--- src/rtl/ama_riscv_fetch_if.sv ---
// ama_riscv_fetch_if: instruction-memory read port between fetch (master) and IMEM (slave)
interface ama_riscv_fetch_if;
    logic [13:0] imem_addr;
    logic        imem_en;
    logic [31:0] imem_rdata;

    modport master (output imem_addr, output imem_en, input imem_rdata);
    modport slave  (input imem_addr, input imem_en, output imem_rdata);
endinterface

--- src/rtl/ama_riscv_fetch.sv ---
// ama_riscv_fetch: IF stage with PC select, synchronous IMEM read, bubble injection and counters
module ama_riscv_fetch #(
    parameter logic [31:0] RESET_VECTOR = 32'h0000_0000,
    parameter logic [31:0] NOP          = 32'h0000_0013
) (
    input  logic                     clk,
    input  logic                     rst_n,
    input  logic [1:0]               pc_sel,
    input  logic                     pc_we,
    input  logic [31:0]              alu_out,
    input  logic                     stall_if,
    input  logic                     clear_if,
    ama_riscv_fetch_if.master        imem,
    output logic [31:0]              pc_id,
    output logic [31:0]              pc_id_plus4,
    output logic [31:0]              inst_id,
    output logic                     inst_id_valid,
    output logic [31:0]              cnt_fetch,
    output logic [31:0]              cnt_bubble
);
    localparam logic [1:0] SEL_INC4 = 2'd0;
    localparam logic [1:0] SEL_ALU  = 2'd1;
    localparam logic [1:0] SEL_BP   = 2'd2;

    typedef enum logic {BOOT, RUN} state_t;

    state_t      state_q, state_d;
    logic [31:0] pc_q, pc_d, pc_next;
    logic        kill_q, kill_d;
    logic [31:0] cnt_fetch_q, cnt_fetch_d;
    logic [31:0] cnt_bubble_q, cnt_bubble_d;
    logic        run;

    // State registers; reset discards every in-flight fetch, stall and pending jump
    always_ff @(posedge clk or negedge rst_n) begin
        if (!rst_n) begin
            state_q      <= BOOT;
            pc_q         <= RESET_VECTOR;
            kill_q       <= 1'b1;
            cnt_fetch_q  <= '0;
            cnt_bubble_q <= '0;
        end else begin
            state_q      <= state_d;
            pc_q         <= pc_d;
            kill_q       <= kill_d;
            cnt_fetch_q  <= cnt_fetch_d;
            cnt_bubble_q <= cnt_bubble_d;
        end
    end

    // Next-state, next-PC, IMEM request and ID-stage outputs
    always_comb begin
        state_d       = RUN;
        run           = (state_q == RUN);
        pc_next       = pc_q + 32'd4;
        if (pc_sel == SEL_ALU)
            pc_next = alu_out & 32'hFFFF_FFFC;
        else if (pc_sel != SEL_INC4 && pc_sel != SEL_BP)
            pc_next = RESET_VECTOR;
        pc_d          = !run ? RESET_VECTOR : (pc_we ? pc_next : pc_q);
        // The RESET_VECTOR read issued during BOOT is a real fetch, so it is never killed
        kill_d        = run & (stall_if | clear_if);
        inst_id_valid = run & ~kill_q;
        inst_id       = inst_id_valid ? imem.imem_rdata : NOP;
        cnt_fetch_d   = cnt_fetch_q + {31'd0, inst_id_valid};
        cnt_bubble_d  = cnt_bubble_q + {31'd0, run & ~inst_id_valid};
        // Without a PC write the current address is re-read so imem_rdata stays put
        imem.imem_addr = !run ? RESET_VECTOR[15:2] : (pc_we ? pc_next[15:2] : pc_q[15:2]);
        imem.imem_en   = rst_n;
        pc_id          = pc_q;
        pc_id_plus4    = pc_q + 32'd4;
        cnt_fetch      = cnt_fetch_q;
        cnt_bubble     = cnt_bubble_q;
    end
endmodule

--- src/flat_wrapper.sv ---
// flat-port wrapper written by rule: the top's interface ports become plain ports
module ama_riscv_fetch_flat 
#(
    parameter logic [31:0] RESET_VECTOR = 32'h0000_0000,
    parameter logic [31:0] NOP          = 32'h0000_0013
)
  (clk, rst_n, pc_sel, pc_we, alu_out, stall_if, clear_if, pc_id, pc_id_plus4, inst_id, inst_id_valid, cnt_fetch, cnt_bubble, imem_imem_addr, imem_imem_en, imem_imem_rdata);
  ama_riscv_fetch_if imem_i ();
  input  logic clk;
  input  logic rst_n;
  input  logic [1:0] pc_sel;
  input  logic pc_we;
  input  logic [31:0] alu_out;
  input  logic stall_if;
  input  logic clear_if;
  output logic [31:0] pc_id;
  output logic [31:0] pc_id_plus4;
  output logic [31:0] inst_id;
  output logic inst_id_valid;
  output logic [31:0] cnt_fetch;
  output logic [31:0] cnt_bubble;
  output wire logic [$bits(imem_i.imem_addr)-1:0] imem_imem_addr;
  output wire logic [$bits(imem_i.imem_en)-1:0] imem_imem_en;
  input wire logic [$bits(imem_i.imem_rdata)-1:0] imem_imem_rdata;
  assign imem_imem_addr = imem_i.imem_addr;
  assign imem_imem_en = imem_i.imem_en;
  assign imem_i.imem_rdata = imem_imem_rdata;
  ama_riscv_fetch #(.RESET_VECTOR(RESET_VECTOR), .NOP(NOP)) u_core (.clk(clk), .rst_n(rst_n), .pc_sel(pc_sel), .pc_we(pc_we), .alu_out(alu_out), .stall_if(stall_if), .clear_if(clear_if), .imem(imem_i), .pc_id(pc_id), .pc_id_plus4(pc_id_plus4), .inst_id(inst_id), .inst_id_valid(inst_id_valid), .cnt_fetch(cnt_fetch), .cnt_bubble(cnt_bubble));
endmodule
--- config.mk ---
export PLATFORM = sky130hd
export DESIGN_NAME = ama_riscv_fetch_flat
export DESIGN_NICKNAME = d
export VERILOG_FILES = /design/src/rtl/ama_riscv_fetch_if.sv /design/src/rtl/ama_riscv_fetch.sv /design/src/flat_wrapper.sv
export SDC_FILE = /design/constraint.sdc
export NUM_CORES = 1
export LEC_CHECK = 0
export ABC_CLOCK_PERIOD_IN_PS = 4700
export CAP_MARGIN = 20
export CELL_PAD_IN_SITES_DETAIL_PLACEMENT = 0
export CELL_PAD_IN_SITES_GLOBAL_PLACEMENT = 1
export CORE_AREA = 4 4 120 150
export DETAILED_ROUTE_END_ITERATION = 12
export DIE_AREA = 0 0 124 154
export PLACE_DENSITY_LB_ADDON = 0.25
export SETUP_SLACK_MARGIN = 0.2
export SYNTH_ARGS = -nofsm -noshare
export SYNTH_HDL_FRONTEND = slang
export SYNTH_SLANG_ARGS = --single-unit
--- constraint.sdc ---
create_clock -name clk -period 4.7 [get_ports clk]
set_input_delay 0.47 -clock clk [delete_from_list [all_inputs] [get_ports clk]]
set_output_delay 0.47 -clock clk [all_outputs]
set_load 0.02 [all_outputs]
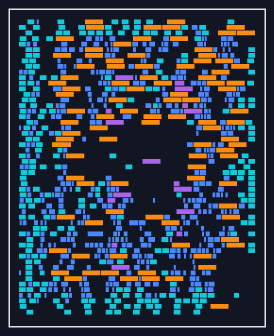
**Above:** run 1 (cell classes on the final placement).
Cyan shows other buffers and delay cells, cells 247, share of their area 31%. Purple shows clock drivers and dummy loads, cells 16, share of their area 3.7%. Orange shows flops, cells 96, share of their area 30%. Blue shows combinational and other logic, cells 438, share of their area 36%.

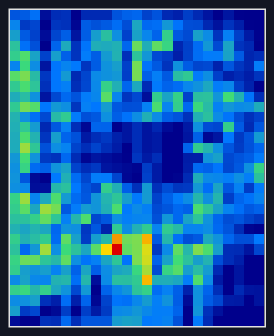
**Above:** run 1 (wiring heat map).
The die is cut into 25 by 31 equal tiles; dark blue is low, red is high, scaled to the fullest tile. Values are wire area over tile area, all layers added.
6.5% of the tiles are over half the peak. The fullest tile reaches 0.64. 8.4% of the tiles are nearly empty. The densest ninth of the die: bottom centre.

==> Slide: Implementation Results, run 1 <==
Implementation Results

STA
  – Slew HR: 0.324
  – Max-slew violations: 0
  – Period utilization: 0.820
  – Unrepaired setup endpoints after global routing: false
  – Clock Skew: 8.73 ps
  – Tmin final: 3850 ps
  – Setup_tns: 0 ps
  – Final setup fails: 0
  – Fmax: 0.260 GHz

Logic synthesis
  – Avg Cell Area, Syn: 9.62 µm²
  – EDFF count, synth: 0
  – YS chip area: 5400 µm²
  – Asr flop ratio synth: 1.00
  – Commonest flop: dfrtp_1
  – Synth Warn #: 0
  – Cells after Synth: 561
  – Yosys Instances: 561
  – Mux share: 0
  – AO/OA Area Share: 0.109

Worst setup path
  – CP Cell Sequence: ha_1, nand4_1, nor2_1, nand3_1, o311ai_0, clkdlybuf4s50_1
  – CP Launch Type: flop
  – CP max FO: 7
  – Crit path capture type: primary output
  – Worst setup path class: flop to primary output
  – Worst Path Required: 4230 ps
  – CP Data Arrival Time: 3380 ps

Floorplanning
  – Die Y: 154 µm
  – Floorplan utilization: 0.324
  – Area of the core: 16600 µm²
  – Die ar.: 19100 µm²
  – Top Ports: 247

Clocking
  – Clock Pin Slew Worst Setup and Hold Paths: 70 ps
  – Clock Sinks: 96
  – CTS tree: built
  – Clk buf depth: 2
  – Clock H-tree levels: 3
  – PostCTS Resize Cnt: 0
  – CTS root buffer: clkbuf_16
  – Cts hold-fix bufs: 0

Worst hold path
  – Hold Path Class: primary input to async pin

Detailed routing
  – First DRT Iteration DRCs: 380
  – Routed vias/inst: 5.18
  – Avg WL per Cell: 17.7 µm
  – Routed via count: 5265
  – Total Routed Length: 18000 µm
  – Final ANT Viol Nets: 0
  – DRC Markers: 0

Power
  – Total chip power: 2.25 mW
  – Clock Power Share: 0.328
  – Internal power: 1.54 mW
  – Power per cell area: 271 nW/µm²
  – P_leak: 3.44 nW
  – Logic gate share of total power: 0.239
  – Sequential power share: 0.433
  – Sw frac: 0.315

Global routing
  – Most Used Layer, Global Route: met2
  – GRT met2 Usage: 0.329
  – Tot GR Track Use: 0.190
  – Grt total ovfl: 0
  – Global-route wire length before repair: 28700 µm

Cells and area
  – Logic cell area: 2840 µm²
  – Top cell excl fill/tap: clkdlybuf4s50_1
  – Area delta synth->final: 53.5%
  – Most numerous logic cells after layout: clkdlybuf4s50_1 (239), dfrtp_1 (95), xnor2_1 (60)
  – Antenna Cells: 0
  – Final net count: 868
  – Final Util: 0.498

Status
  – Status: complete, no violations

Flow run
  – Log Warnings: 28
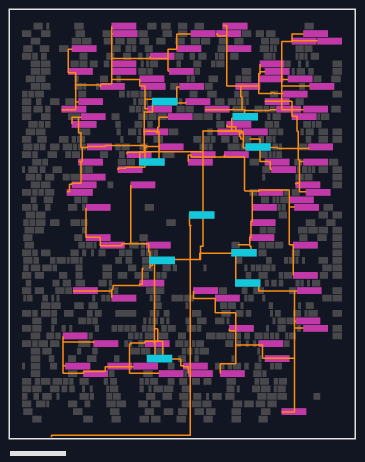
**Above:** run 1 (clock wires, drivers and flops).
Scale bar: 20 µm.
Orange shows clock wires, length 1360 µm. Magenta shows flip-flops, count 96. Cyan shows clock drivers, count 9.
Position of the flops: widely spread. There are 10 routed clock nets.

## run 1: kinds of logic (layout without fill, tap and decap cells)
kind of cell	Yosys count	after routing
XOR/XNOR	88	88
AND-OR/OR-AND	82	82
other	2	5
AND/OR/NAND/NOR	252	252
flip-flops	96	96
adder cells (fa/ha/maj)	5	5
buffers and inverters	36	269
## run 1: worst max-delay path, delay by kind of cell (launching register included)
kind,cells,cell delay [ps]
and+or+nand+nor,3,1030
AOI/OAI and AO/OA,1,480
adders and majority gates,1,310
DFF,1,510
buffers and inverters,1,700
## run 1: routing by layer
layer | part of all wire | vias up
met3 | 0.085 | 26
met5 | 0 | -
met2 | 0.51 | 218
met1 | 0.38 | 2563
li1 | - | 2458
met4 | 0.025 | 0
## run 1: final cells by class
class | instances | share of cell area
Timing Repair Buffer | 247 | 0.296
Sequential cell | 96 | 0.290
Multi-Input combinational cell | 432 | 0.343
Inverter | 6 | 0.00272
Tap cell | 220 | 0.0332
Clock buffer | 10 | 0.0288
Clock inverter | 6 | 0.00664
## run 1: path summary, 6_finish.rpt
kind | slack, ps | endpoint | startpoint | cells after the start
max in group asynchronous | 3460 | u_core.cnt_bubble[20]$_DFF_PN0_ | rst_n | 2
hold reg to reg | 470 | u_core.cnt_bubble[31]$_DFF_PN0_ | u_core.cnt_bubble[31]$_DFF_PN0_ | 1
setup reg to reg | 1590 | u_core.cnt_fetch[28]$_DFF_PN0_ | u_core.run$_DFF_PN0_ | 8
hold / removal | 130 | u_core.pc_id[21]$_DFFE_PN0P_ | rst_n | 1
setup / recovery | 850 | imem_imem_addr[10] | u_core.pc_id[2]$_DFFE_PN0P_ | 6
min in group clk | 470 | u_core.cnt_bubble[31]$_DFF_PN0_ | u_core.cnt_bubble[31]$_DFF_PN0_ | 1
## run 1: flip-flops by register name (all words and copies together), names as in the netlist
| signal | count |
|---|---|
| u_core.run | 1 |
| u_core.cnt_fetch | 32 |
| u_core.cnt_bubble | 32 |
| u_core.kill_q | 1 |
| u_core.pc_id | 30 |
## run 1: Yosys cell counts, types with 13 or more instances
cell / count / share of area
nor2_1: 23 / 0.016
o21ai_0: 21 / 0.019
nand2_1: 58 / 0.040
o311ai_0: 13 / 0.021
xnor2_1: 60 / 0.097
nand4_1: 23 / 0.027
dfrtp_1: 95 / 0.44
nand3_1: 37 / 0.034
and3_1: 17 / 0.020
and2_1: 31 / 0.036
and4_1: 13 / 0.021
xor2_1: 28 / 0.045
clkbuf_1: 16 / 0.011
## run 1: per-stage QoR
stage	hold slack, ps	setup WS, ps	instance area (µm²)	instances
2_1_floorplan	174	1790	5410	564
3_3_place_gp	462	1040	7990	1001
3_5_place_dp	465	1060	7990	1001
4_1_cts	153	829	8290	1017
5_1_grt	179	614	8290	1017
6_report	132	847	8290	1017
## run 1: power groups by stage
stage	Combinational [mW]	Sequential, mW	Clock (mW)
after CTS	0.546	0.972	0.757
after global routing	0.578	0.984	0.789
after detailed placement	0.543	0.987	0
after global placement	0.542	0.984	0
after floorplan	0.174	1.03	0
final	0.536	0.974	0.737
**Run 1: M4 wires**

Cells faint in the background.
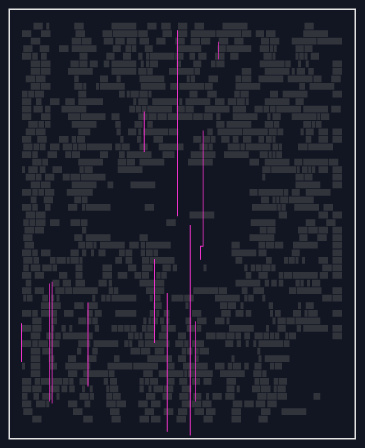

==> run 2: changes to the inputs <==
--- a/config.mk
+++ b/config.mk
@@ -5,13 +5,13 @@
 export SDC_FILE = /design/constraint.sdc
 export NUM_CORES = 1
 export LEC_CHECK = 0
-export ABC_CLOCK_PERIOD_IN_PS = 4700
+export ABC_CLOCK_PERIOD_IN_PS = 3900
 export CAP_MARGIN = 20
 export CELL_PAD_IN_SITES_DETAIL_PLACEMENT = 0
 export CELL_PAD_IN_SITES_GLOBAL_PLACEMENT = 1
-export CORE_AREA = 4 4 120 150
+export CORE_AREA = 4 4 124 155
 export DETAILED_ROUTE_END_ITERATION = 12
-export DIE_AREA = 0 0 124 154
+export DIE_AREA = 0 0 128 159
 export PLACE_DENSITY_LB_ADDON = 0.25
 export SETUP_SLACK_MARGIN = 0.2
 export SYNTH_ARGS = -nofsm -noshare
==> constraint.sdc (replaced) <==
create_clock -name clk -period 3.9 [get_ports clk]
set_input_delay 0.39 -clock clk [delete_from_list [all_inputs] [get_ports clk]]
set_output_delay 0.39 -clock clk [all_outputs]
set_load 0.02 [all_outputs]
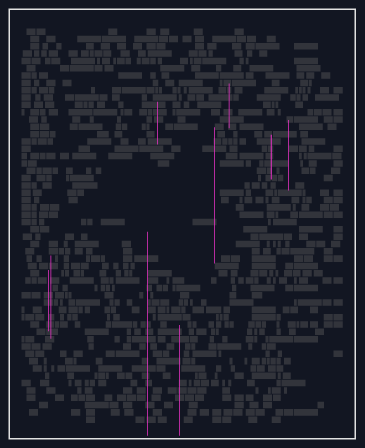
**Above:** run 2 (M4 wires).
Cells faint in the background.
The layer carries 294 µm of wire. The wires run mostly vertical. The longest straight run is 75.5 µm.

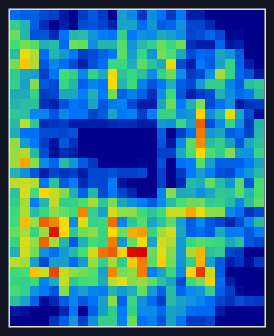
**Above:** run 2 (wiring heat map).
The die is cut into 26 by 32 equal tiles; dark blue is low, red is high, scaled to the fullest tile. Values are wire area over tile area, all layers added.
The densest ninth of the die: bottom centre. 20% of the tiles are over half the peak. The fullest tile reaches 0.46. 11% of the tiles are nearly empty.

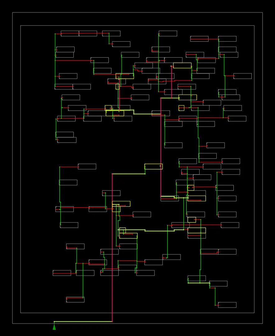
**Above:** run 2 (clock nets).
clock buf count: 9
Flop Count: 96
later-pin clock latency in the skew report: 350 ps

==> run 2 against run 1 <==
Net effect:
- first-iteration DRC count down 11%
- sequential share of layout area down 0.17 points
- total power up 20%
- synthesized cell count stayed put
- combinational power rose by 23%
- highest routed layer unchanged
==> Slide: Implementation Results, run 2 <==
Implementation Results

Status
  – Status: complete, no violations

Power
  – P_leak: 3.48 nW
  – Power per cell area: 324 nW/µm²
  – Peak supply drop: 0.000190 V

Worst setup path
  – Register-to-register setup slack: 1300 ps
  – Crit path capture type: primary output
  – CP Launch Type: flop
  – Crit path largest cell delay: 700 ps
  – Worst R2R Start: u_core.run$_DFF_PN0_
  – CP Cell Sequence: nand3_1, nor3_1, nand2_1, o311ai_0, clkdlybuf4s50_1
  – Crit-path slowest cell: clkdlybuf4s50_1
  – Critical Path Sink: imem_imem_addr[9]
  – Worst Path Required: 3510 ps
  – CP max FO: 7
  – R2R cell count: 7
  – Reg-to-Reg End: u_core.cnt_fetch[28]$_DFF_PN0_
  – Worst setup path class: flop to primary output
  – CP Data Arrival Time: 3040 ps
  – Critical Path Start: u_core.pc_id[8]$_DFFE_PN0P_

Detailed routing
  – Routed vias/inst: 5.07
  – DRC Markers: 0
  – First DRT Iteration DRCs: 337
  – Drt first pass iters: 4
  – Total Routed Length: 18400 µm
  – Routed via count: 5205
  – Final ANT Viol Nets: 0
  – Avg WL per Cell: 17.9 µm

Global routing
  – Global-route wire length before repair: 30100 µm
  – Vias in the first global route: 5587
  – Grt total ovfl: 0
  – Tot GR Track Use: 0.182
  – Antenna violations before repair: 0
  – Largest net degree at the start of global routing: 52

Place
  – Placed cells: 1009
  – IO Port Bufs: 240
  – Gpl congestion: 0.827
  – Dpl hpwl: 14300 µm

Clocking
  – Total CTS buffers: 9
  – Clock H-tree levels: 3
  – CTS tree: built
  – Clk buf depth: 2
  – Clock Sinks: 96
  – Clock Pin Slew Worst Setup and Hold Paths: 70 ps
  – CTS root buffer: clkbuf_16

Logic synthesis
  – Commonest flop: dfrtp_1
  – Synth flops: 96
  – YS chip area: 5400 µm²
  – Yosys Instances: 561
  – Cells after Synth: 561
  – Top cell area share: 0.440
  – Top cells, area: dfrtp_1 (44%), xnor2_1 (9.7%), xor2_1 (4.5%)
  – Post-synth top area cell: dfrtp_1
  – Cell Type Count: 49
  – Synth Warn #: 0
  – Dominant cell by count in the synthesized netlist: dfrtp_1
  – Seq/Total Area, Yosys: 0.445
  – Avg Cell Area, Syn: 9.62 µm²
  – Synthesized area: 5400 µm²
  – EDFF count, synth: 0
  – Commonest cells post-synth: dfrtp_1 (95), xnor2_1 (60), nand2_1 (58), nand3_1 (37), and2_1 (31)
  – Asr flop ratio synth: 1.00

STA
  – Fmax: 0.292 GHz
  – Tmin final: 3430 ps
  – Setup_tns: 0 ps
  – Measured slew at the worst slew-check pin: 1030 ps
  – Hold Vio Cnt, Final: 0
  – Clock Skew: 9.05 ps
  – Max-slew violations: 0
  – Slew HR: 0.308
  – Unrepaired setup endpoints after global routing: false
  – Period utilization: 0.879
  – Final setup fails: 0

Floorplanning
  – Area of the core: 17600 µm²
  – Die Y: 159 µm
  – Die Width: 128 µm
  – Std-Cell Rows: 54
  – Top Ports: 247
  – Floorplan utilization: 0.307
  – Die ar.: 20400 µm²

Cells and area
  – Antenna Cells: 0
  – Top cell excl fill/tap: clkdlybuf4s50_1
  – Most numerous logic cells after layout: clkdlybuf4s50_1 (239), dfrtp_1 (95), xnor2_1 (60)
  – Layout cells sized above 1: 0.0499
  – Final net count: 873
  – Post-route insts no fill: 1026
  – Area delta synth->final: 54.5%

Worst hold path
  – Hold Path Class: primary input to async pin

Flow run
  – Log Warnings: 28
  – MaxCap Viol Count: 0
[run 2: per-stage QoR]
step | util | power, mW | instance area (µm²) | setup slack [ps] | hold slack, ps
global route | 0.475 | 2.83 | 8340 | 276 | 123
finish | 0.475 | 2.70 | 8340 | 470 | 58.3
floorplan | - | 1.46 | 5410 | 1070 | 94.4
detailed placement | 0.457 | 1.86 | 8030 | 492 | 465
global placement | 0.457 | 1.85 | 8030 | 511 | 463
CTS | 0.473 | 2.75 | 8310 | 256 | 101
[run 2: cells by family (layout without fill, tap and decap cells)]
family,Yosys count,count (layout),share of synthesized area
AND/OR/NAND/NOR,252,252,0.259
adder cells (fa/ha/maj),5,5,0.0116
XOR/XNOR,88,88,0.143
flip-flops,96,96,0.445
buffers and inverters,36,274,0.0308
other,2,5,0.00139
AND-OR/OR-AND,82,82,0.109
[run 2: worst min-delay path by stage]
stage | startpoint | endpoint | cells past startpoint
floorplan | rst_n | u_core.cnt_bubble[0]$_DFF_PN0_ | 0
global placement | u_core.cnt_fetch[31]$_DFF_PN0_ | u_core.cnt_fetch[31]$_DFF_PN0_ | 1
detailed placement | u_core.cnt_fetch[31]$_DFF_PN0_ | u_core.cnt_fetch[31]$_DFF_PN0_ | 1
CTS | rst_n | u_core.pc_id[23]$_DFFE_PN0P_ | 1
global route | rst_n | u_core.pc_id[23]$_DFFE_PN0P_ | 1
finish | rst_n | u_core.pc_id[23]$_DFFE_PN0P_ | 1
[run 2: cell type report]
class,instances,area (µm²)
fill,1733,9230
multi-input combinational,432,2850
timing repair buffer,252,2490
sequential,96,2400
tap,224,280
clock buffer,9,225
clock inverter,7,61.3
inverter,6,22.5
[run 2: power by group]
group	switching, mW	internal (mW)	leakage, nW
logic	0.334	0.325	2.03
clock network	0.428	0.447	0.140
registers	0.104	1.07	1.31
[run 2: repair_timing]
action / CTS / global route
setup buffers: 0 / 1
resized: 0 / 3
endpoints found under the setup margin: 0 / 5
hold buffers: 0 / 0
[run 2: routing by layer]
metal	GRT usage	up-vias	wire (µm)
met4	0.0555	0	293
met5	0	-	0
met1	0.218	2501	7490
met3	0.0517	20	1450
met2	0.314	211	9180
li1	-	2473	-
[run 2: worst max-delay path, delay by kind of cell, from the launching register on]
kind | cells | cell delay (ps)
simple gates | 3 | 1070
compound gates | 1 | 420
buf+inv | 1 | 700
flops | 1 | 510
**Run 2: clock wires, drivers and flops**

Scale bar: 50 µm.
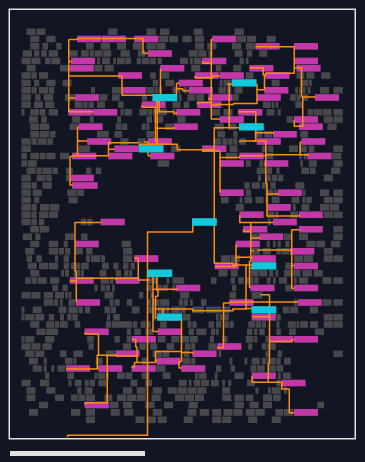

==> run 3: changes to the inputs <==
--- a/config.mk
+++ b/config.mk
@@ -12,8 +12,9 @@
 export CORE_AREA = 4 4 124 155
 export DETAILED_ROUTE_END_ITERATION = 12
 export DIE_AREA = 0 0 128 159
-export PLACE_DENSITY_LB_ADDON = 0.25
+export PLACE_DENSITY = 0.83
 export SETUP_SLACK_MARGIN = 0.2
 export SYNTH_ARGS = -nofsm -noshare
 export SYNTH_HDL_FRONTEND = slang
 export SYNTH_SLANG_ARGS = --single-unit
+export TNS_END_PERCENT = 100
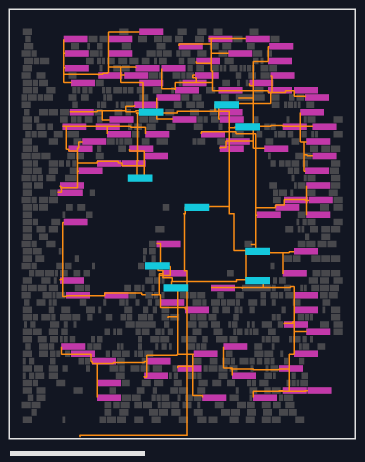
**Above:** run 3 (clock wires, drivers and flops).
Scale bar: 50 µm.
Magenta shows flip-flops, count 96. Cyan shows clock drivers, count 9. Orange shows clock wires, length 1390 µm.
There are 10 routed clock nets.

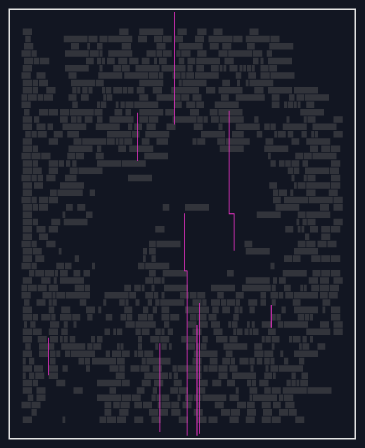
**Above:** run 3 (M4 wires).
Cells faint in the background.
The layer holds 2.0% of the routed length. 8 nets have wire on it.

==> run 3 against run 2 <==
Net effect:
- combinational power down 2%
- critical path type unchanged
- largest cell class unchanged
- worst setup slack worse by 60 ps
- clock skew about the same
- highest routed layer unchanged
- register-to-register slack better by 40 ps
- total power up 2.8%
==> Slide: Implementation Results, run 3 <==
Implementation Results

Clocking
  – CTS root buffer: clkbuf_16

Logic synthesis
  – Synthesized area: 5400 µm²
  – Post-synth top area cell: dfrtp_1
  – Top cells, area: dfrtp_1 (44%), xnor2_1 (9.7%), xor2_1 (4.5%)
  – Commonest cells post-synth: dfrtp_1 (95), xnor2_1 (60), nand2_1 (58), nand3_1 (37), and2_1 (31)
  – Seq/Total Area, Yosys: 0.445
  – Dominant cell by count in the synthesized netlist: dfrtp_1
  – Cells after Synth: 561
  – YS chip area: 5400 µm²

Global routing
  – Antenna violations before repair: 0
  – Largest net degree at the start of global routing: 60
  – Vias in the first global route: 5251
  – Global-route wire length before repair: 28100 µm

STA
  – Final setup fails: 0
  – Clock Skew: 8.87 ps
  – Setup_tns: 0 ps
  – Fmax: 0.287 GHz
  – Tmin final: 3490 ps

Worst setup path
  – CP Launch Type: flop
  – CP max FO: 7
  – Worst Path Required: 3510 ps
  – CP Data Arrival Time: 3100 ps
  – Worst setup path class: flop to primary output

Place
  – Gpl congestion: 0.807
  – Cell Area, Placed: 8020 µm²
  – IO Port Bufs: 240

Floorplanning
  – Floorplan utilization: 0.307
  – Area of the core: 17600 µm²
  – Die Width: 128 µm
  – Std-Cell Rows: 54
  – Die ar.: 20400 µm²
  – Die Y: 159 µm

Detailed routing
  – Routed vias/inst: 4.98
  – Total Routed Length: 17200 µm

Worst hold path
  – Hold Path Class: primary input to async pin

Status
  – Status: complete, no violations

Cells and area
  – Antenna Cells: 0
  – Area delta synth->final: 54.5%

Power
  – Clock Power Share: 0.347
  – Power per cell area: 333 nW/µm²
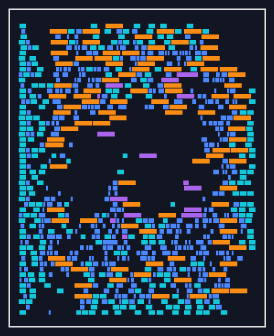
**Above:** run 3 (cell classes on the final placement).
Cyan shows other buffers and delay cells, cells 250, share of their area 31%. Purple shows clock drivers and dummy loads, cells 15, share of their area 3.9%. Blue shows combinational and other logic, cells 438, share of their area 36%. Orange shows flops, cells 96, share of their area 30%.

## run 3: power groups by stage
stage | sequential, mW | clock (mW) | combinational, mW
finish | 1.17 | 0.965 | 0.645
global route | 1.19 | 1.03 | 0.693
CTS | 1.17 | 0.993 | 0.656
detailed placement | 1.19 | 0 | 0.654
global placement | 1.19 | 0 | 0.651
floorplan | 1.25 | 0 | 0.210
## run 3: routing by layer
layer | wire, µm | GRT usage | vias up
li1 | - | - | 2465
met1 | 7200 | 0.215 | 2428
met2 | 8490 | 0.287 | 186
met3 | 1120 | 0.0396 | 20
met4 | 339 | 0.0502 | 0
met5 | 0 | 0 | -
## run 3: metrics by stage
| stage | hold WS (ps) | setup slack (ps) | utilization | cells | power, mW |
|---|---|---|---|---|---|
| finish | 16.7 | 410 | 0.475 | 1023 | 2.78 |
| floorplan | 94.4 | 1070 | - | 564 | 1.46 |
| global route | 58.7 | 213 | 0.475 | 1023 | 2.91 |
| global placement | 408 | 711 | 0.457 | 1008 | 1.84 |
| CTS | 28.6 | 315 | 0.475 | 1023 | 2.82 |
| detailed placement | 402 | 731 | 0.457 | 1008 | 1.84 |
## run 3: logic make-up (layout without fill, tap and decap cells)
| kind of cell | Yosys count | in the layout | synth area share |
|---|---|---|---|
| simple gates | 252 | 252 | 0.259 |
| buf+inv | 36 | 271 | 0.0308 |
| fa+ha+maj | 5 | 5 | 0.0116 |
| flops | 96 | 96 | 0.445 |
| other cells | 2 | 5 | 0.00139 |
| compound gates | 82 | 82 | 0.109 |
| xor+xnor | 88 | 88 | 0.143 |
## run 3: worst max-delay path: cells and delay by family, from the launching register on
family,cells,cell delay [ps]
fa+ha+maj,1,290
buf+inv,1,640
flops,1,480
xor+xnor,1,140
simple gates,4,1210
## run 3: path summary, 6_finish.rpt
check | from | to | slack, ps | cells after the start
max reg2reg | u_core.kill_q$_DFF_PN1_ | u_core.cnt_fetch[30]$_DFF_PN0_ | 1340 | 8
min | rst_n | u_core.pc_id[9]$_DFFE_PN0P_ | 20 | 1
max | u_core.pc_id[3]$_DFFE_PN0P_ | pc_id_plus4[22] | 410 | 7
max in group asynchronous | rst_n | u_core.cnt_bubble[2]$_DFF_PN0_ | 2720 | 2
min reg2reg | u_core.cnt_fetch[31]$_DFF_PN0_ | u_core.cnt_fetch[31]$_DFF_PN0_ | 470 | 1
min in group clk | u_core.cnt_fetch[31]$_DFF_PN0_ | u_core.cnt_fetch[31]$_DFF_PN0_ | 470 | 1
## run 3: layout make-up
class,count,area (µm²)
well taps,224,280
multi-input cells,432,2840
flip-flops and latches,96,2400
fillers,1700,9230
repair buffers,250,2470
clock inverters,6,91.3
clock buffers,9,225
inverters,6,22.5
Power and IR drop assume default switching activity.
